==> images/placement_by_type.png <==
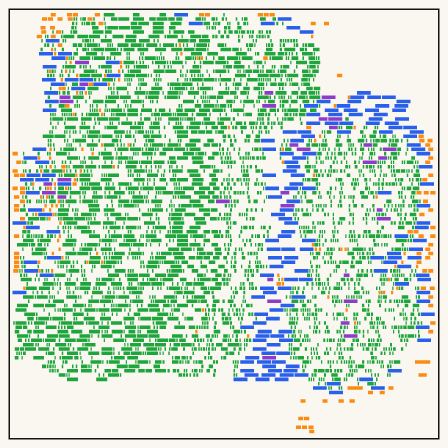
==> images/flops_by_reg.png <==
The bar under the picture is 100 µm long. Other sequential cells in the stronger grey, the rest of the logic in the fainter grey.
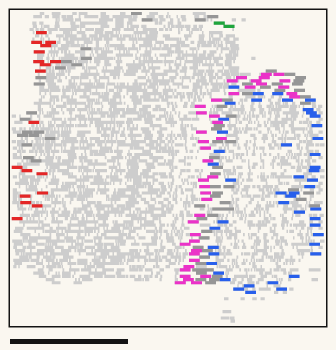
==> images/layer_met3.png <==
The bar under the picture is 100 µm long.
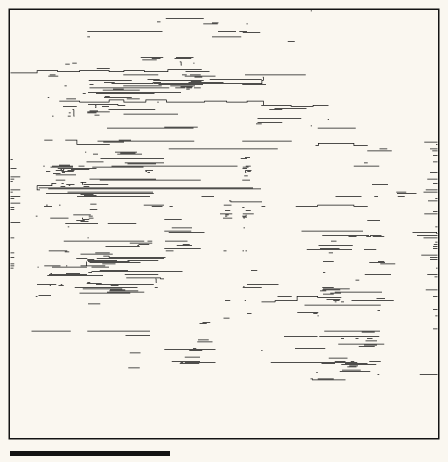
==> images/cell_density.png <==
27 x 27 tiles, from white (low) to dark blue (high), 0 to 100% covered.
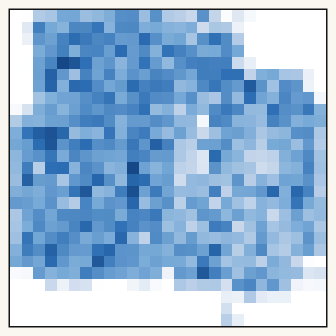
==> images/placement.png <==
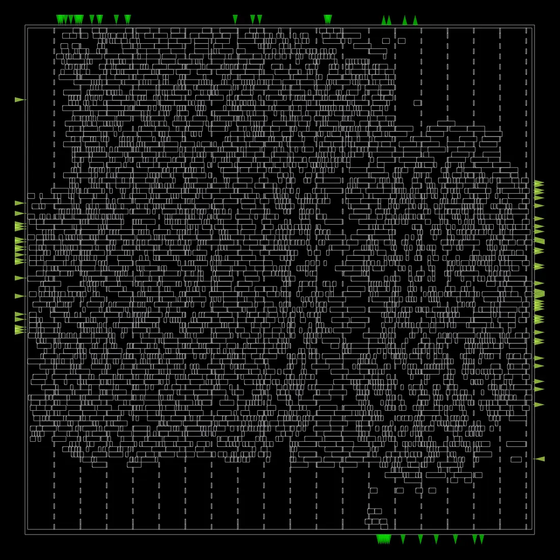
Design multiplier_pipelined_half_mac, sky130hd; sources not shown.
==> qor.txt <==
CTS tree = built
final period utilization = 83.0%
Port Buf Inserts = 92
Clock transition at path regs = 0.10 ns
CTS Root Cell = clkbuf_16
crit path time final = 7.89 ns
CTS Buffer Depth = 2
main flop type = dfrtp_1
Synth async-reset ratio = 100%
WS Path Type = reg -> reg
DR iter-0 viols = 1591
synthesized net count = 4355
Critical path buffers and inverters = 7
Max Cap Viol = 0
Die X = 268 µm
Yosys warnings = 0
die height = 268 µm
Crit path largest cell delay = 0.86 ns
register share after synthesis = 16.1%
CP Capture Type = flip-flop
Filler Cells Inserted = 7139
Arrival @ worst endpoint = 8.27 ns
global-route wire length before repair = 133000 µm
initial antenna violation count = 1
Synth Instances = 3628
Worst Path Max Fanout = 10
worst skew pair latency = 0.52 ns
Worst Setup Slack, final = 1.61 ns
status = complete, no violations
FF-to-FF setup slack = 1.61 ns
About placement_by_type.png:
legend:
  orange:
    class: remaining buffers and delay cells
    cells: 212
  blue:
    class: sequential cells
    cells: 182
  purple:
    class: clock drivers and dummy loads
    cells: 32
  green:
    class: combinational and other logic
    cells: 3328
Seq area share: 14.6%
Placeable Area: 70000 µm²
Finished Cell Area: 31200 µm²

About flops_by_reg.png:
legend:
  magenta:
    signal: st_p
    flops: 43
  red:
    signal: b_q
    flops: 18
  green:
    signal: st_accum
    flops: 2
  blue:
    signal: C
    flops: 48
not coloured: 71
Reg area: 4550 µm²
Util after Layout: 44.5%

About layer_met3.png:
longest straight run: 134 µm
main direction: horizontal
nets with wire on the layer: 294
share of all routed wire: 6.2%
via count: 23200
M3 GR Usage: 4.12%
Post-Route WL: 86100 µm

About cell_density.png:
nearly empty tiles: 18%
tiles over 75% full: 5.5%
fullest tile: 91%
mean over tiles: 42%
Core Util at FP: 40.5%

About placement.png:
num tapcells: 940
seq_cells: 182

## worst register-to-register path, cell delays in order, from the launching register on
cell and delay, ns:
dfrtp_1 0.33, clkbuf_1 0.66, inv_1 0.32, nor2_1 0.27, inv_1 0.13, fa_1 0.69
fa_1 0.49, fa_1 0.86, inv_1 0.33, fa_1 0.55, inv_1 0.05, fa_1 0.49
fa_1 0.55, inv_1 0.06, ha_1 0.29, ha_1 0.27, buf_2 0.19, nand2_1 0.10
nor3_1 0.26, nand2_1 0.11, or2_0 0.25, nand3_1 0.16, nand3_2 0.12, nand4_4 0.13
nand2_1 0.09
## through the flow
step / std cells / hold slack (ns) / cell area, µm²
global placement: 4660 / 0.331 / 30400
global route: 4694 / 0.187 / 31200
CTS: 4694 / 0.178 / 31200
floorplan: 3628 / 0.331 / 28300
detailed placement: 4662 / 0.335 / 30500
finish: 4694 / 0.206 / 31200
## metal layers
layer	routed length, µm	GRT usage [%]	up-vias
li1	-	-	11000
met1	37600	32.9	11300
met2	40900	41.7	713
met3	5310	4.12	113
met4	2320	7.17	0
met5	0	0	-
## cell usage in the layout, fill, tap and decap left out, types with 11 or more instances in the layout
master / instances
a21oi_1: 159
fa_1: 452
o211ai_1: 17
clkbuf_16: 17
o21bai_1: 18
nand2_2: 15
ha_1: 231
nand4_1: 19
nand2_1: 897
clkdlybuf4s50_1: 91
buf_2: 11
a21o_1: 12
o21ai_0: 134
o21ai_1: 16
xnor2_1: 33
xor2_1: 25
nor2_1: 203
inv_1: 878
nor3_1: 20
nand3_1: 102
dfrtp_1: 182
buf_1: 18
clkbuf_1: 88
## area by class of cell
type                            count  area [µm²]  share of cell area (%)
Clock buffer                       17         425                    1.37
Buffer                            118         458                    1.47
Multi-Input combinational cell   2438       20000                    64.1
Tap cell                          940        1180                    3.78
Sequential cell                   182        4550                    14.6
Timing Repair Buffer               94         981                    3.15
Inverter                          890        3340                    10.7
Clock inverter                     15         233                   0.747
## Yosys cell counts (all sizes together) (29+ instances only)
cell / number / share of area (%)
a21oi: 162 / 2.9
buf: 29 / 0.43
clkbuf: 89 / 1.2
dfrtp: 182 / 16
fa: 452 / 32
ha: 231 / 10
inv: 887 / 12
nand2: 912 / 12
nand3: 105 / 1.9
nor2: 212 / 2.9
o21ai: 151 / 2.7
xnor2: 33 / 1.0
## logic make-up (layout without fill, tap and decap cells)
logic type,after synthesis,in the layout,share of synthesized area [%]
AOI/OAI and AO/OA,385,385,7.52
DFF,182,182,16.1
muxes,9,9,0.358
xor gates and xnor gates,58,58,1.79
and+or+nand+nor,1303,1303,18.7
buffers and inverters,1008,1134,13.4
adders and majority gates,683,683,42.1
